$ cat src/rtl/store_narrow.sv
// Store narrowing unit: turns sb/sh/sw requests into word writes against a
// memory without byte enables, using read-modify-write for sub-word stores.
//
// state   | meaning
// IDLE    | ready for a request; capture on req_valid
// READ    | fetch the target word for a sub-word merge
// WRITE   | issue the (merged) word write, pulse done
// ERR     | misaligned or reserved size, pulse err, memory untouched
module store_narrow #(
  parameter int ADDR_WIDTH = 32
) (
  input  logic                  clk,
  input  logic                  reset,
  input  logic                  req_valid,
  output logic                  req_ready,
  input  logic [1:0]            req_size,
  input  logic [ADDR_WIDTH-1:0] req_addr,
  input  logic [31:0]           req_wdata,
  output logic [ADDR_WIDTH-3:0] mem_addr,
  output logic                  mem_re,
  input  logic [31:0]           mem_rdata,
  output logic                  mem_we,
  output logic [31:0]           mem_wdata,
  output logic                  done,
  output logic                  err
);

  typedef enum logic [1:0] {
    S_IDLE  = 2'd0,
    S_READ  = 2'd1,
    S_WRITE = 2'd2,
    S_ERR   = 2'd3
  } state_t;

  localparam logic [1:0] SZ_BYTE = 2'b00;
  localparam logic [1:0] SZ_HALF = 2'b01;
  localparam logic [1:0] SZ_WORD = 2'b10;

  state_t                  state, state_nxt;
  logic [1:0]              size_q;
  logic [ADDR_WIDTH-1:0]   addr_q;
  logic [31:0]             wdata_q;
  logic                    accept;
  logic                    bad_req;
  logic [31:0]             merged;

  assign accept = (state == S_IDLE) && req_valid;

  always_comb begin
    bad_req = 1'b0;
    case (req_size)
      SZ_BYTE: bad_req = 1'b0;
      SZ_HALF: bad_req = req_addr[0];
      SZ_WORD: bad_req = (req_addr[1:0] != 2'b00);
      default: bad_req = 1'b1;
    endcase
  end

  always_ff @(posedge clk or posedge reset) begin
    if (reset) begin
      state <= S_IDLE;
    end else begin
      state <= state_nxt;
    end
  end

  always_ff @(posedge clk or posedge reset) begin
    if (reset) begin
      size_q  <= 2'b00;
      addr_q  <= '0;
      wdata_q <= 32'd0;
    end else if (accept) begin
      size_q  <= req_size;
      addr_q  <= req_addr;
      wdata_q <= req_wdata;
    end
  end

  always_comb begin
    state_nxt = state;
    case (state)
      S_IDLE: begin
        if (req_valid) begin
          if (bad_req)                  state_nxt = S_ERR;
          else if (req_size == SZ_WORD) state_nxt = S_WRITE;
          else                          state_nxt = S_READ;
        end
      end
      S_READ:  state_nxt = S_WRITE;
      S_WRITE: state_nxt = S_IDLE;
      S_ERR:   state_nxt = S_IDLE;
      default: state_nxt = S_IDLE;
    endcase
  end

  // Little-endian lane replacement; untouched lanes pass through from memory.
  always_comb begin
    merged = mem_rdata;
    case (size_q)
      SZ_BYTE: begin
        case (addr_q[1:0])
          2'd0: merged[7:0]   = wdata_q[7:0];
          2'd1: merged[15:8]  = wdata_q[7:0];
          2'd2: merged[23:16] = wdata_q[7:0];
          default: merged[31:24] = wdata_q[7:0];
        endcase
      end
      SZ_HALF: begin
        if (addr_q[1]) merged[31:16] = wdata_q[15:0];
        else           merged[15:0]  = wdata_q[15:0];
      end
      default: merged = wdata_q;
    endcase
  end

  always_comb begin
    req_ready = 1'b0;
    mem_re    = 1'b0;
    mem_we    = 1'b0;
    mem_wdata = 32'd0;
    done      = 1'b0;
    err       = 1'b0;
    case (state)
      S_IDLE:  req_ready = 1'b1;
      S_READ:  mem_re    = 1'b1;
      S_WRITE: begin
        mem_we    = 1'b1;
        mem_wdata = merged;
        done      = 1'b1;
      end
      S_ERR:   err = 1'b1;
      default: req_ready = 1'b0;
    endcase
  end

  assign mem_addr = addr_q[ADDR_WIDTH-1:2];

endmodule

$ cat config.mk
export PLATFORM = sky130hd
export DESIGN_NAME = store_narrow
export DESIGN_NICKNAME = d
export VERILOG_FILES = /design/src/rtl/store_narrow.sv
export SDC_FILE = /design/constraint.sdc
export NUM_CORES = 1
export LEC_CHECK = 0
export ABC_AREA = 0
export CORE_MARGIN = 5
export CORE_UTILIZATION = 46
export DETAILED_ROUTE_END_ITERATION = 12
export GPL_ROUTABILITY_DRIVEN = 1
export PLACE_DENSITY = 0.84
export SLEW_MARGIN = 25
export SYNTH_ARGS = -nofsm -noshare
export SYNTH_HDL_FRONTEND = slang
export SYNTH_SLANG_ARGS = --single-unit
$ cat constraint.sdc
create_clock -name clk -period 6.6 [get_ports clk]
set_input_delay 1.32 -clock clk [delete_from_list [all_inputs] [get_ports clk]]
set_output_delay 1.32 -clock clk [all_outputs]
set_load 0.1 [all_outputs]
==> flow_summary.ini, run 1 <==
; implementation run metrics
[clock_network]
root_buffer = clkbuf_8
clk_path_buf_depth = 2
post_cts_buffers = 0
htree_levels = 3
clk_pin_slew_ps = 70
clock-sinks = 68
cts_resized = 0
numCtsBuffers = 9

[power_and_ir_drop]
p_int_mw = 1.236
p_comb_share_pct = 59.1
sw_frac_of_total_pct = 53.12
ir_drop_uv = 301.6
seqPwrFrac_pct = 26.7
power_density_mw_per_mm2 = 469.8
p_leak_nw = 2.278

[placement]
finalWeightedCongestion = 0.8528
post_dp_cell_area_sq_mm = 0.005373

[synth]
top_logic_kind = multiplexers
topCellsByArea = dfrtp_1, mux2_2, mux2_4, buf_4, mux2i_1
ys_seq_elements = 68
xor_share_pct = 0
synth_top_flop_cell = dfrtp_1
simple_gate_share_pct = 8.610
ys_sh_aoi_pct = 9.247
ys_cells = 341
edf_count = 0
synthAdderAreaFrac_pct = 0
synth_area_leader_cell = dfrtp_1
mux_share_pct = 28.09
ys_warn_count = 0
synth.avg_cell_area_sq_um = 11.51
synth_seq_share_pct = 43.37

[run_status]
status = completed

[layout]
fill_cells = 636
drive_above_1_share_pct = 21.19
finalInstanceArea_sq_mm = 0.005610

[flow_run]
maxCapViolCount = 0

[critical_path]
r2r-start = state[0]
required_ps = 5280
worstSetupPathType = reg2out
cp-endpoint = mem_wdata[10]
rr_endpoint = addr_q[17]
cpMaxStageDelayCell = clkdlybuf4s50_1
end_kind = output pin
rr_worst_depth = 4
path_max_fanout = 38
slowest_delay_ps = 1200
critPathLaunchType = register

[global_routing]
grt_pass1_vias = 3299
use_met3_pct = 9.215
grt_usage_pct = 21.51

[floorplan]
die_y_microns = 102.4
coreArea_sq_mm = 0.008258
rows = 33
dieArea_sq_mm = 0.01048

[final_timing]
worst_slack_ps = 1794
fin_setup_tns_ps = 0
max-slew-margin-rel_pct = 32.69
timing.final.hold_violations = 0
period_minus_slack_ps = 4806
period_used_pct = 72.82

[drt]
final_antenna_net_count = 0
dr.pass1.iters = 4
[run 1: final cells by class]
| class | instances | share of cell area [%] |
|---|---|---|
| Multi-Input combinational cell | 206 | 32.29 |
| Clock inverter | 7 | 1.628 |
| Clock buffer | 9 | 2.208 |
| Timing Repair Buffer | 169 | 30.29 |
| Sequential cell | 68 | 30.37 |
| Tap cell | 105 | 2.342 |
| Inverter | 13 | 0.8698 |
[run 1: worst min path at each step]
| stage | start | end | cells past startpoint | slack (ps) |
|---|---|---|---|---|
| 5_1_grt | addr_q[23] | addr_q[23] | 1 | 530 |
| 2_1_floorplan | wdata_q[29] | wdata_q[29] | 1 | 480 |
| 6_report | addr_q[22] | addr_q[22] | 1 | 510 |
| 3_5_place_dp | addr_q[13] | addr_q[13] | 1 | 500 |
| 4_1_cts | addr_q[29] | addr_q[29] | 1 | 510 |
| 3_3_place_gp | addr_q[14] | addr_q[14] | 1 | 490 |
[run 1: routing by layer]
metal  vias up  routed length [microns]
li1       1452                        -
met1      1461                     4444
met2       171                     4890
met3        28                     1375
met4         0                      362
met5         -                        0
[run 1: state kept, by name, indices dropped and copies added, names as in the netlist]
| register | count |
|---|---|
| wdata_q | 32 |
| size_q | 2 |
| addr_q | 32 |
| state | 2 |
[run 1: cells in the final DEF (no fill, tap or decap), drive strengths merged, types with 7 or more instances in the layout]
cell type      count
clkdlybuf4s50    167
mux2              74
dfrtp             68
nand2             17
o21ai             17
mux2i             16
nor4              16
inv               12
nor2b             11
a21oi             10
clkbuf             9
nor2               9
a32oi              8
a211oi             8
o32ai              7
[run 1: critical path, delay by kind of cell, from the launching register on]
family | cells | cell delay, ps
AND-OR/OR-AND | 2 | 560
flip-flops | 1 | 640
buffers and inverters | 1 | 1200
AND/OR/NAND/NOR | 1 | 740
[run 1: through the flow]
stage	util, %	hold slack (ps)	std cells	power, mW
final	67.94	508.1	577	2.636
after CTS	67.67	511.7	576	2.652
after global routing	67.94	525.4	577	2.750
after floorplan	-	480.5	341	1.978
after global placement	64.98	488.9	560	2.241
after detailed placement	65.06	495.6	560	2.269
[run 1: power groups by stage]
stage	clock network, mW	registers [mW]	logic [mW]
global route	0.405	0.721	1.62
finish	0.373	0.703	1.56
CTS	0.387	0.699	1.57
detailed placement	0	0.707	1.56
floorplan	0	0.618	1.36
global placement	0	0.699	1.54
[run 1: kinds of logic after synthesis]
group,count (synthesis)
muxes,90
DFF,68
AOI/OAI and AO/OA,53
buffers and inverters,67
and+or+nand+nor,63
Run 1, the clock network:
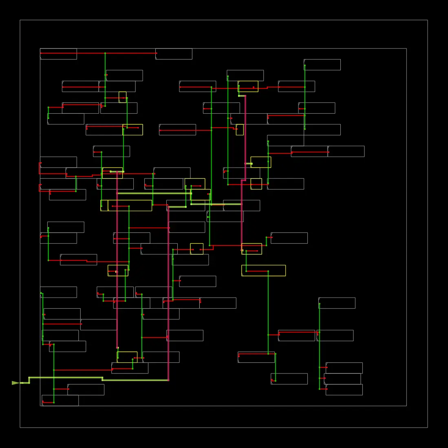
clock skew: 6.023 ps
Clock buffer cells: 9

Run 1, zoomed window:
Region (67, 67) to (87, 87) microns. Cells in gray, sequential cells in the stronger gray; small squares are vias.
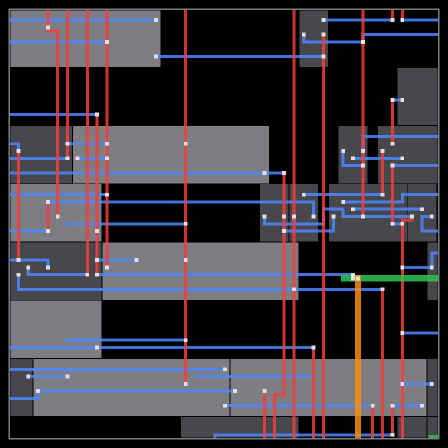
Key: green = M3; orange = M4; red = M2; blue = M1
15 logic cells have their middle in the window. Sequential cells in the window: 5. Most frequent: nand2_1 (5), dfrtp_1 (5). Netlist names of flops here include `wdata_q` (5).

Run 1, met2 routing:
Scale: 4 px per micron. Cells faint in the background.
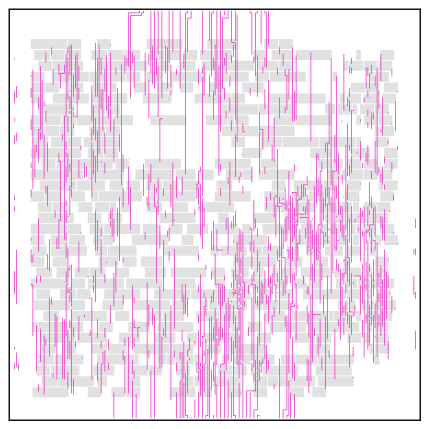
The longest straight run is 40.3 microns. 500 nets have wire on it. The layer carries 4890 microns of wire. The wires run mostly vertical. The layer holds 44% of the routed length.

Run 1, port wiring:
Scale: 4 px per micron.
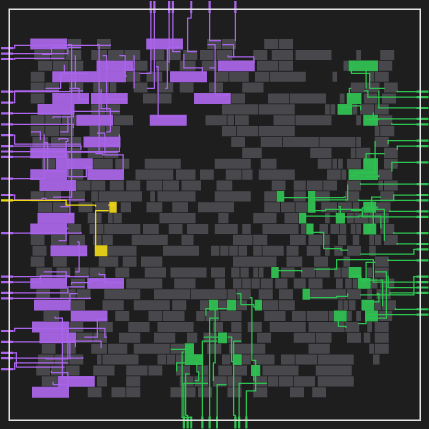
Key: green = `mem_wdata` [bits 32, direction output, edge 23 east, 9 south, end cells 32, buffers 32, wire 734 microns]; purple = `mem_addr` [bits 30, direction output, edge 23 west, 7 north, end cells 30, buffers 30, wire 990 microns]; yellow = `req_valid` [bits 1, direction input, edge west, end cells 2, buffers 1, wire 36.9 microns]

Run 1, signal wires by layer:
Scale: 6 px per micron. Only two layers are drawn.
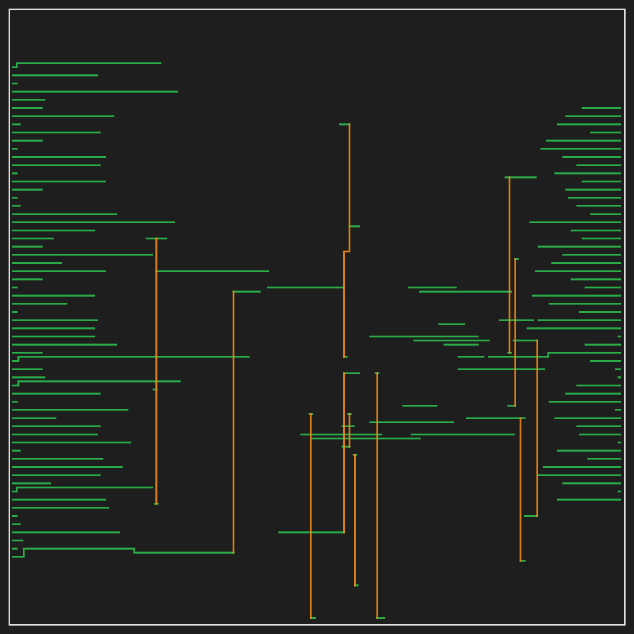

==> run 2, diff against run 1 <==
--- a/config.mk
+++ b/config.mk
@@ -7,10 +7,10 @@
 export LEC_CHECK = 0
 export ABC_AREA = 0
 export CORE_MARGIN = 5
-export CORE_UTILIZATION = 46
+export CORE_UTILIZATION = 39
 export DETAILED_ROUTE_END_ITERATION = 12
 export GPL_ROUTABILITY_DRIVEN = 1
-export PLACE_DENSITY = 0.84
+export PLACE_DENSITY = 0.76
 export SLEW_MARGIN = 25
 export SYNTH_ARGS = -nofsm -noshare
 export SYNTH_HDL_FRONTEND = slang
==> constraint.sdc (replaced) <==
create_clock -name clk -period 4.1 [get_ports clk]
set_input_delay 0.82 -clock clk [delete_from_list [all_inputs] [get_ports clk]]
set_output_delay 0.82 -clock clk [all_outputs]
set_load 0.1 [all_outputs]
Run 2, signal wires by layer:
Scale: 4 px per micron. Only two layers are drawn.
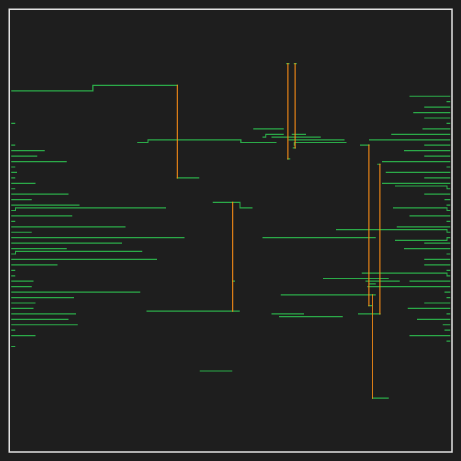
Key: orange = M4 [wire length 199 microns]; green = M3 [wire length 1130 microns]

Run 2, the clock network:
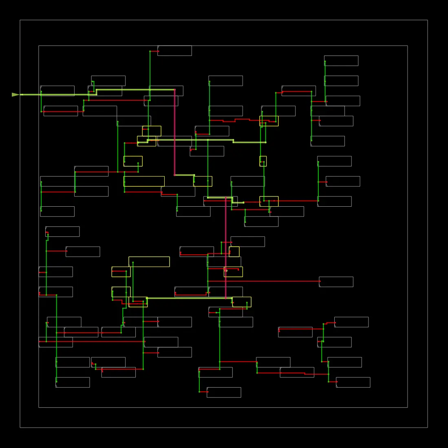
clock network power: 621 uW
flop count: 68
Clock buffer cells: 11
clock sink count: 68
TritonCTS Buffers: 9

==> run 2 against run 1 <==
Global-route usage down 3.5 points. Wire length up 0.95%. Non-clock buffer count up 3. Worst hold slack worse by 0.91 ps. Sequential power up 54%. Synthesized cell count unchanged. Highest routed layer unchanged. Combinational power up 69%. Critical path type unchanged.
==> flow_summary.ini, run 2 <==
; implementation run metrics
[critical_path]
r2r-start = state[1]
critPathLaunchType = register
rr_worst_depth = 4
end_kind = output pin
setup.worst_path.start = state[0]
required_ps = 3280
worstSetupPathType = reg2out
rr_endpoint = addr_q[27]
cp-endpoint = mem_wdata[15]
path_max_fanout = 27

[final_timing]
period_used_pct = 84.15
finalSetupViolations = 0
timing.final.hold_violations = 0
max-slew-margin-rel_pct = 32.29
final_max_slew_viol_count = 0
skew_ps = 11.05
tightest_slew_ps = 1013
worst_slack_ps = 650.0
rsz0062_at_grt = no
period_minus_slack_ps = 3450

[layout]
antenna_cells = 0
logic_area_sq_mm = 0.001908
lay_top_count = clkdlybuf4s50_1
fill_cells = 850
layout_top_cells = clkdlybuf4s50_1, dfrtp_1, mux2_2, buf_4, mux2_4
seq_area_sq_mm = 0.001702
drive_above_1_share_pct = 31.22
top_regs = addr_q (32), wdata_q (32)
area_growth_pct = 47.45

[global_routing]
grt_pass1_vias = 3214
grt_overflow = 0
antenna_found_initial = 0
grt_usage_pct = 18.04
grt_start_max_net_pins = 68

[synth]
ys_seq_elements = 68
ys_warn_count = 0
postSynthCellCount = 341
synth.avg_cell_area_sq_um = 11.51
edf_count = 0
ys_cells = 341
syn_area_sq_mm = 0.003924
common_cells = dfrtp_1, mux2_2, buf_4, mux2_4, nand2_1
synth_area_leader_cell = dfrtp_1
ys_area_sq_mm = 0.003924
synth_top_flop_cell = dfrtp_1
synth_seq_share_pct = 43.37
topCellsByArea = dfrtp_1, mux2_2, mux2_4, buf_4, mux2i_1

[power_and_ir_drop]
p_leak_nw = 2.400
ir_drop_uv = 357.5
totalPowerFinal_mw = 4.345
power_density_mw_per_mm2 = 751.0

[drt]
final_antenna_net_count = 0
dr.pass1.iters = 4
vias_per_cell = 5.061
first_iter_violations = 166
vias = 3072
drt_wl_total_microns = 11180
drc_errors = 0

[floorplan]
die_y_microns = 110.3
rows = 36
io_pins = 168
dieArea_sq_mm = 0.01217
coreArea_sq_mm = 0.009774
fp_util_pct = 40.14

[flow_run]
warnings = 27
maxCapViolCount = 0

[run_status]
status = completed

[placement]
finalWeightedCongestion = 0.8191
io_buffer_count = 167
dp_slack_ps = 1016

[clock_network]
post_cts_buffers = 0
htree_levels = 3
clk_pin_slew_ps = 70
cts_tree = yes
holdBufCountCts = 0
clock_latency_ps = 340
root_buffer = clkbuf_8
cts_resized = 0
clk_path_buf_depth = 2

[worst_hold_path]
hold_class = reg2reg
Run 2, zoomed window:
Region (73, 73) to (93, 93) microns. Cells in gray, sequential cells in the stronger gray; small squares are vias.
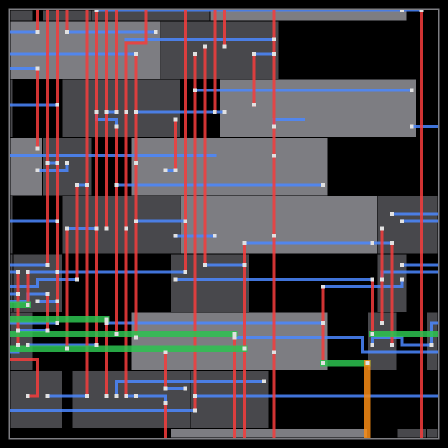
Key: green = M3; orange = M4; blue = M1; red = M2
Sequential cells in the window: 5. Netlist names of flops here include `wdata_q` (5). 17 logic cells have their middle in the window. Most frequent: dfrtp_1 (5), mux2_4 (4).

[run 2: cell counts after synthesis]
Identical to the previous run, type by type.
[run 2: critical path, stage by stage, from the launching register on]
cell and delay [ps]:
dfrtp_1 450, nand2b_1 410, inv_2 460, o21ai_1 380, o22ai_1 270, buf_4 320
[run 2: worst min-delay path by stage]
stage / from / endpoint / depth (start not counted)
detailed placement: addr_q[16] / addr_q[16] / 1
CTS: addr_q[16] / addr_q[16] / 1
finish: addr_q[2] / addr_q[2] / 1
floorplan: wdata_q[29] / wdata_q[29] / 1
global placement: addr_q[5] / addr_q[5] / 1
global route: wdata_q[20] / wdata_q[20] / 1
[run 2: logic make-up (layout without fill, tap and decap cells)]
kind of cell / count (synthesis) / in the layout / share of synthesized area [%]
multiplexers: 90 / 90 / 28.09
flip-flops: 68 / 68 / 43.37
buffers and inverters: 67 / 200 / 10.68
AND-OR/OR-AND: 53 / 53 / 9.248
AND/OR/NAND/NOR: 63 / 63 / 8.610
[run 2: layer usage]
metal | track usage, % | up-vias | routed length (microns) | part of all wire (%)
met2 | 29.90 | 134 | 5468 | 49
met5 | 0 | - | 0 | 0
met1 | 21.53 | 1474 | 4384 | 39
met4 | 5.717 | 0 | 198 | 1.8
li1 | - | 1449 | - | -
met3 | 7.105 | 15 | 1127 | 10
[run 2: area by class of cell]
type	count	share of cell area, %
tap	133	2.876
clock buffer	11	2.617
clock inverter	4	1.254
inverter	13	0.8434
sequential	68	29.41
multi-input combinational	206	32.98
timing repair buffer	172	30.02
[run 2: where the power goes]
group          total [mW]  switching, mW  internal (mW)
Sequential           1.08          0.202          0.880
Clock               0.621          0.249          0.372
Combinational        2.64           1.82          0.818
[run 2: stage by stage]
step / instance area, sq um / std cells / hold WS (ps) / utilization (%) / setup TNS, ps
after floorplan: 4026 / 341 / 480.5 / - / -92.98
after global placement: 5542 / 591 / 489.4 / 56.69 / 0
after detailed placement: 5542 / 591 / 494.8 / 56.69 / 0
after CTS: 5766 / 606 / 511.9 / 58.99 / 0
after global routing: 5786 / 607 / 529.4 / 59.19 / 0
final: 5786 / 607 / 507.2 / 59.19 / 0
No activity file was given, so power comes from the tool's default toggle rates.
